## src/rtl/dmem_pkg.sv

```systemverilog
// Shared constants and types for the data-memory arbiter: lane geometry,
// arbiter state encoding and port identifiers.
package dmem_pkg;
  localparam int LANES  = 4;
  localparam int LANE_W = 8;

  typedef enum logic {
    BOOT = 1'b0,
    RUN  = 1'b1
  } state_e;

  localparam logic PORT_CPU  = 1'b0;
  localparam logic PORT_HOST = 1'b1;
endpackage

```

## src/rtl/dmem_arb_starve.sv

```systemverilog
// Saturating count of consecutive cycles the host has waited; flags when
// the host must win the next arbitration.
module dmem_arb_starve #(
  parameter int STARVE_MAX = 4
) (
  input  logic clk,
  input  logic reset_l,
  input  logic host_req_i,
  input  logic host_gnt_i,
  output logic starved_o
);
  logic [3:0] cnt_q, cnt_d;

  always_comb begin
    cnt_d = 4'd0;
    if (host_req_i && !host_gnt_i) begin
      cnt_d = (cnt_q == 4'hF) ? cnt_q : cnt_q + 4'd1;
    end
  end

  always_ff @(posedge clk) begin
    if (!reset_l) begin
      cnt_q <= 4'd0;
    end else begin
      cnt_q <= cnt_d;
    end
  end

  assign starved_o = (cnt_q >= 4'(STARVE_MAX));
endmodule

```

## src/rtl/dmem_arb.sv

```systemverilog
// Shares the byte-lane data memory between the CPU and the boot host; the
// host owns memory until boot completes, then the CPU has priority.
module dmem_arb
  import dmem_pkg::*;
#(
  parameter int AW         = 12,
  parameter int STARVE_MAX = 4
) (
  input  logic                      clk,
  input  logic                      reset_l,
  input  logic                      cpu_req,
  input  logic                      cpu_we,
  input  logic [LANES-1:0]          cpu_be,
  input  logic [AW-1:0]             cpu_addr,
  input  logic [LANES*LANE_W-1:0]   cpu_wdata,
  output logic                      cpu_gnt,
  output logic                      cpu_rvalid,
  output logic [LANES*LANE_W-1:0]   cpu_rdata,
  input  logic                      host_req,
  input  logic                      host_we,
  input  logic [LANES-1:0]          host_be,
  input  logic [AW-1:0]             host_addr,
  input  logic [LANES*LANE_W-1:0]   host_wdata,
  output logic                      host_gnt,
  output logic                      host_rvalid,
  output logic [LANES*LANE_W-1:0]   host_rdata,
  input  logic                      host_boot_done,
  output logic                      cpu_hold,
  output logic [AW-1:0]             mem_addr,
  output logic [LANES-1:0]          mem_we,
  output logic [LANES*LANE_W-1:0]   mem_wdata,
  input  logic [LANES*LANE_W-1:0]   mem_rdata
);
  state_e                    state_q, state_d;
  logic                      starved;
  logic                      rd_issue;
  logic                      owner_d, owner_q;
  logic                      rvalid_q;
  logic [LANES*LANE_W-1:0]   cpu_rdata_q, host_rdata_q;

  dmem_arb_starve #(.STARVE_MAX(STARVE_MAX)) u_starve (
    .clk        (clk),
    .reset_l    (reset_l),
    .host_req_i (host_req),
    .host_gnt_i (host_gnt),
    .starved_o  (starved)
  );

  // Nothing is granted while reset is asserted, so no write can slip out.
  always_comb begin
    state_d  = state_q;
    cpu_gnt  = 1'b0;
    host_gnt = 1'b0;
    if (reset_l) begin
      case (state_q)
        BOOT: begin
          host_gnt = host_req;
          if (host_boot_done) state_d = RUN;
        end
        RUN: begin
          if (host_req && (!cpu_req || starved)) host_gnt = 1'b1;
          else                                   cpu_gnt  = cpu_req;
        end
      endcase
    end
  end

  assign cpu_hold = (state_q == BOOT);

  always_comb begin
    mem_addr  = cpu_addr;
    mem_wdata = cpu_wdata;
    mem_we    = '0;
    rd_issue  = 1'b0;
    owner_d   = PORT_CPU;
    if (host_gnt) begin
      mem_addr  = host_addr;
      mem_wdata = host_wdata;
      mem_we    = host_we ? host_be : '0;
      rd_issue  = !host_we;
      owner_d   = PORT_HOST;
    end else if (cpu_gnt) begin
      mem_we    = cpu_we ? cpu_be : '0;
      rd_issue  = !cpu_we;
    end
  end

  always_ff @(posedge clk) begin
    if (!reset_l) begin
      state_q  <= BOOT;
      rvalid_q <= 1'b0;
      owner_q  <= PORT_CPU;
    end else begin
      state_q  <= state_d;
      rvalid_q <= rd_issue;
      owner_q  <= owner_d;
    end
  end

  // A return in flight when reset arrives is suppressed, not delivered late.
  assign cpu_rvalid  = reset_l && rvalid_q && (owner_q == PORT_CPU);
  assign host_rvalid = reset_l && rvalid_q && (owner_q == PORT_HOST);

  always_ff @(posedge clk) begin
    if (cpu_rvalid)  cpu_rdata_q  <= mem_rdata;
    if (host_rvalid) host_rdata_q <= mem_rdata;
  end

  assign cpu_rdata  = cpu_rvalid  ? mem_rdata : cpu_rdata_q;
  assign host_rdata = host_rvalid ? mem_rdata : host_rdata_q;
endmodule

```

## config.mk

```make
export PLATFORM = sky130hd
export DESIGN_NAME = dmem_arb
export DESIGN_NICKNAME = d
export VERILOG_FILES = /design/src/rtl/dmem_pkg.sv /design/src/rtl/dmem_arb_starve.sv /design/src/rtl/dmem_arb.sv
export SDC_FILE = /design/constraint.sdc
export NUM_CORES = 1
export LEC_CHECK = 0
export CORE_UTILIZATION = 33
export CTS_CLUSTER_DIAMETER = 50
export CTS_CLUSTER_SIZE = 12
export DETAILED_ROUTE_END_ITERATION = 10
export HOLD_SLACK_MARGIN = 0.12
export PLACE_DENSITY = 0.81
export SLEW_MARGIN = 20
export SYNTH_ARGS = -nofsm -noshare
export SYNTH_HDL_FRONTEND = slang
export SYNTH_SLANG_ARGS = --single-unit
```

## constraint.sdc

```tcl
create_clock -name clk -period 1.5 [get_ports clk]
set_input_delay 0.15 -clock clk [delete_from_list [all_inputs] [get_ports clk]]
set_output_delay 0.15 -clock clk [all_outputs]
set_load 0.05 [all_outputs]
```

Fig. 1: pin placement
Pins as bars across the die edge, other pins in gray.
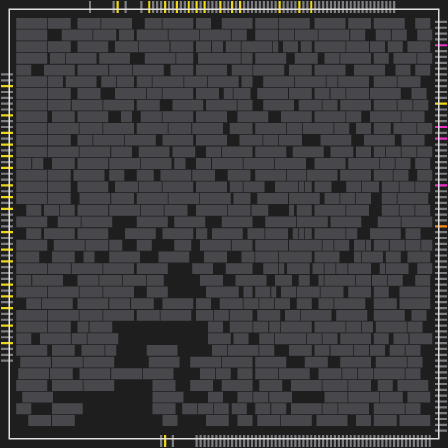
[magenta] host_be | pins: 4 | direction: input | edge: right
[orange] cpu_we | pins: 1 | direction: input | edge: right
[yellow] host_rdata | pins: 32 | direction: output | edge: 17 left, 13 top, 1 right, 1 bottom
all pins by edge: 71 right, 68 top, 63 bottom, 50 left
Die W: 99.7 µm
die height: 99.7 µm

Fig. 2: drive-strength map
Scale bar: 20 µm.
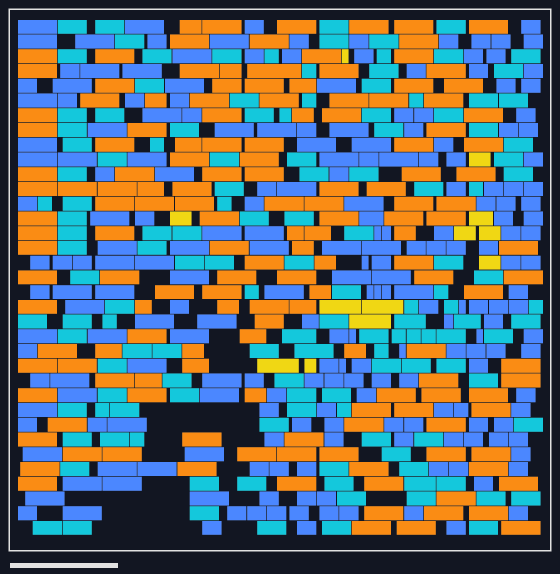
[orange] drive 6 and up | cells: 153
[cyan] drive 3 to 4 | cells: 135
[yellow] drive 2 | cells: 12
[blue] drive 1 or less | cells: 217
bufs w/o clock: 292
slack of the critical path: -467 ps
area added between synthesis and finish: 149%
area of all placed cells without fillers: 7830 µm²

Fig. 3: signal wires on met4
Scale bar: 20 µm.
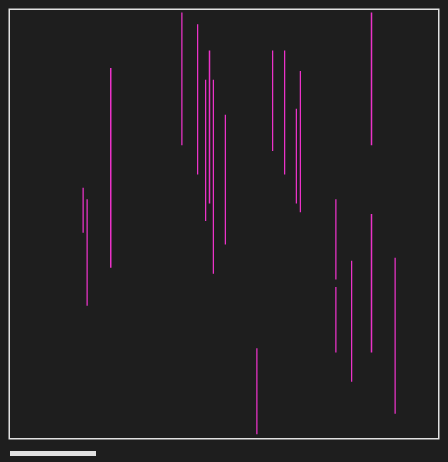
wire length on this layer: 575 µm
share of all routed wire: 4.0%
final routed wirelength across all metal layers: 14500 µm
total number of vias: 3040

Fig. 4: clock distribution
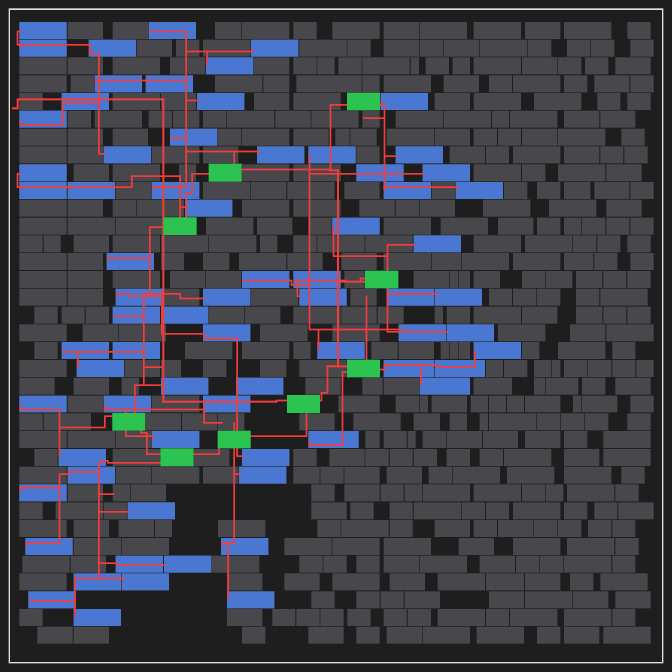
[blue] flip-flops | count: 71
[green] cells driving clock nets | count: 9
[red] clock wires | length: 930 µm
routed clock nets: 10
insertion delay at the late pin of the worst-skew pair: 350 ps
skew final: 16.8 ps

Fig. 5: clock routing
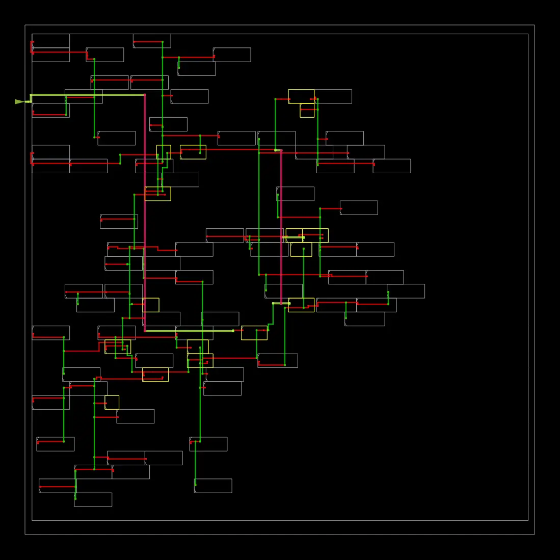
Clock Sink Count: 71
TritonCTS Buffers: 9
Clock group: 1.47 mW
clock buffer count: 9
seq_cells: 71

[synth_stat cells, types with 3 or more instances]
cell type,instances,area [µm²]
sky130_fd_sc_hd__a32o_1,5,50.1
sky130_fd_sc_hd__buf_12,4,80.1
sky130_fd_sc_hd__buf_2,7,35.0
sky130_fd_sc_hd__dfxtp_1,71,1420
sky130_fd_sc_hd__inv_1,6,22.5
sky130_fd_sc_hd__mux2_2,64,721
sky130_fd_sc_hd__mux2_4,44,661
sky130_fd_sc_hd__nand3_1,3,15.0
sky130_fd_sc_hd__nor2_1,4,15.0
[worst min-delay path by stage]
stage,slack [ps],end,cells past startpoint
finish,310,owner_q,3
global route,330,owner_q,3
CTS,280,owner_q,3
detailed placement,430,u_starve.cnt_q[0],1
global placement,410,u_starve.cnt_q[0],1
floorplan,260,state_q,1
==> results.txt <==
Implementation results.

Per the OpenROAD floorplan log, the area of the die is 9930 µm². The final reports fail on negative setup slack. The detailed router reports a met3 wire length of 1220 µm.

The least setup slack across all paths after layout is -467 ps. The end-of-flow timing check tallies setup violations at 115. The worst supply voltage drop on vdd is 1230 µV. The number of hold-repair buffers added at the cts stage is 0.

Hold is met by 314 ps. The clock network burns 14.8% of the power. Grouping non-sequential cells by family puts the most area in multiplexers. The power density relative to cell area is 1270 nW/µm². The synth_stat.txt file lists the number of cells as 221. According to the I/O placement log, the pin count is 252. The startpoint of the worst hold path is reset_l.

According to the dpl log, the detail-placed design has an HPWL of 9690 µm. The synthesized-area fraction occupied by ao, oa, aoi and oai cells is 1.99%. The placement summary gives the final routability congestion estimate as 0.777. The wire length on met2 is 7700 µm.

The post-route netlist has 58.0% of its cells at a drive strength greater than 1. The data required time reported for the critical path is 1350 ps. The critical path contains buffers and inverters numbering 2 combined. The detail route stage leaves a number of antenna-violating nets equal to 0. After layout the signal buffers, clock cells excluded, come to 53.3% of cell area. The net count after synthesis is 357. TritonCTS built the clock tree. The number of global-route vias before repair came to 3378. The switching power of the nets is 3.90 mW. The flow ran to the end, but the final reports show violations. The overall power is 9.95 mW. The worst path uses 131% of the clock period. The power report lists the combinational group at 6.00 mW. The setup slack at placement is -350 ps. In the synthesized netlist the async set-or-reset flop fraction comes to 0%. The standard cell core area is 9240 µm².

In the layout the tool counted multi-input logic cells amounting to 132. Post-synth the commonest register cell is sky130_fd_sc_hd__dfxtp_1.
Power is estimated from default activity; no workload was simulated.
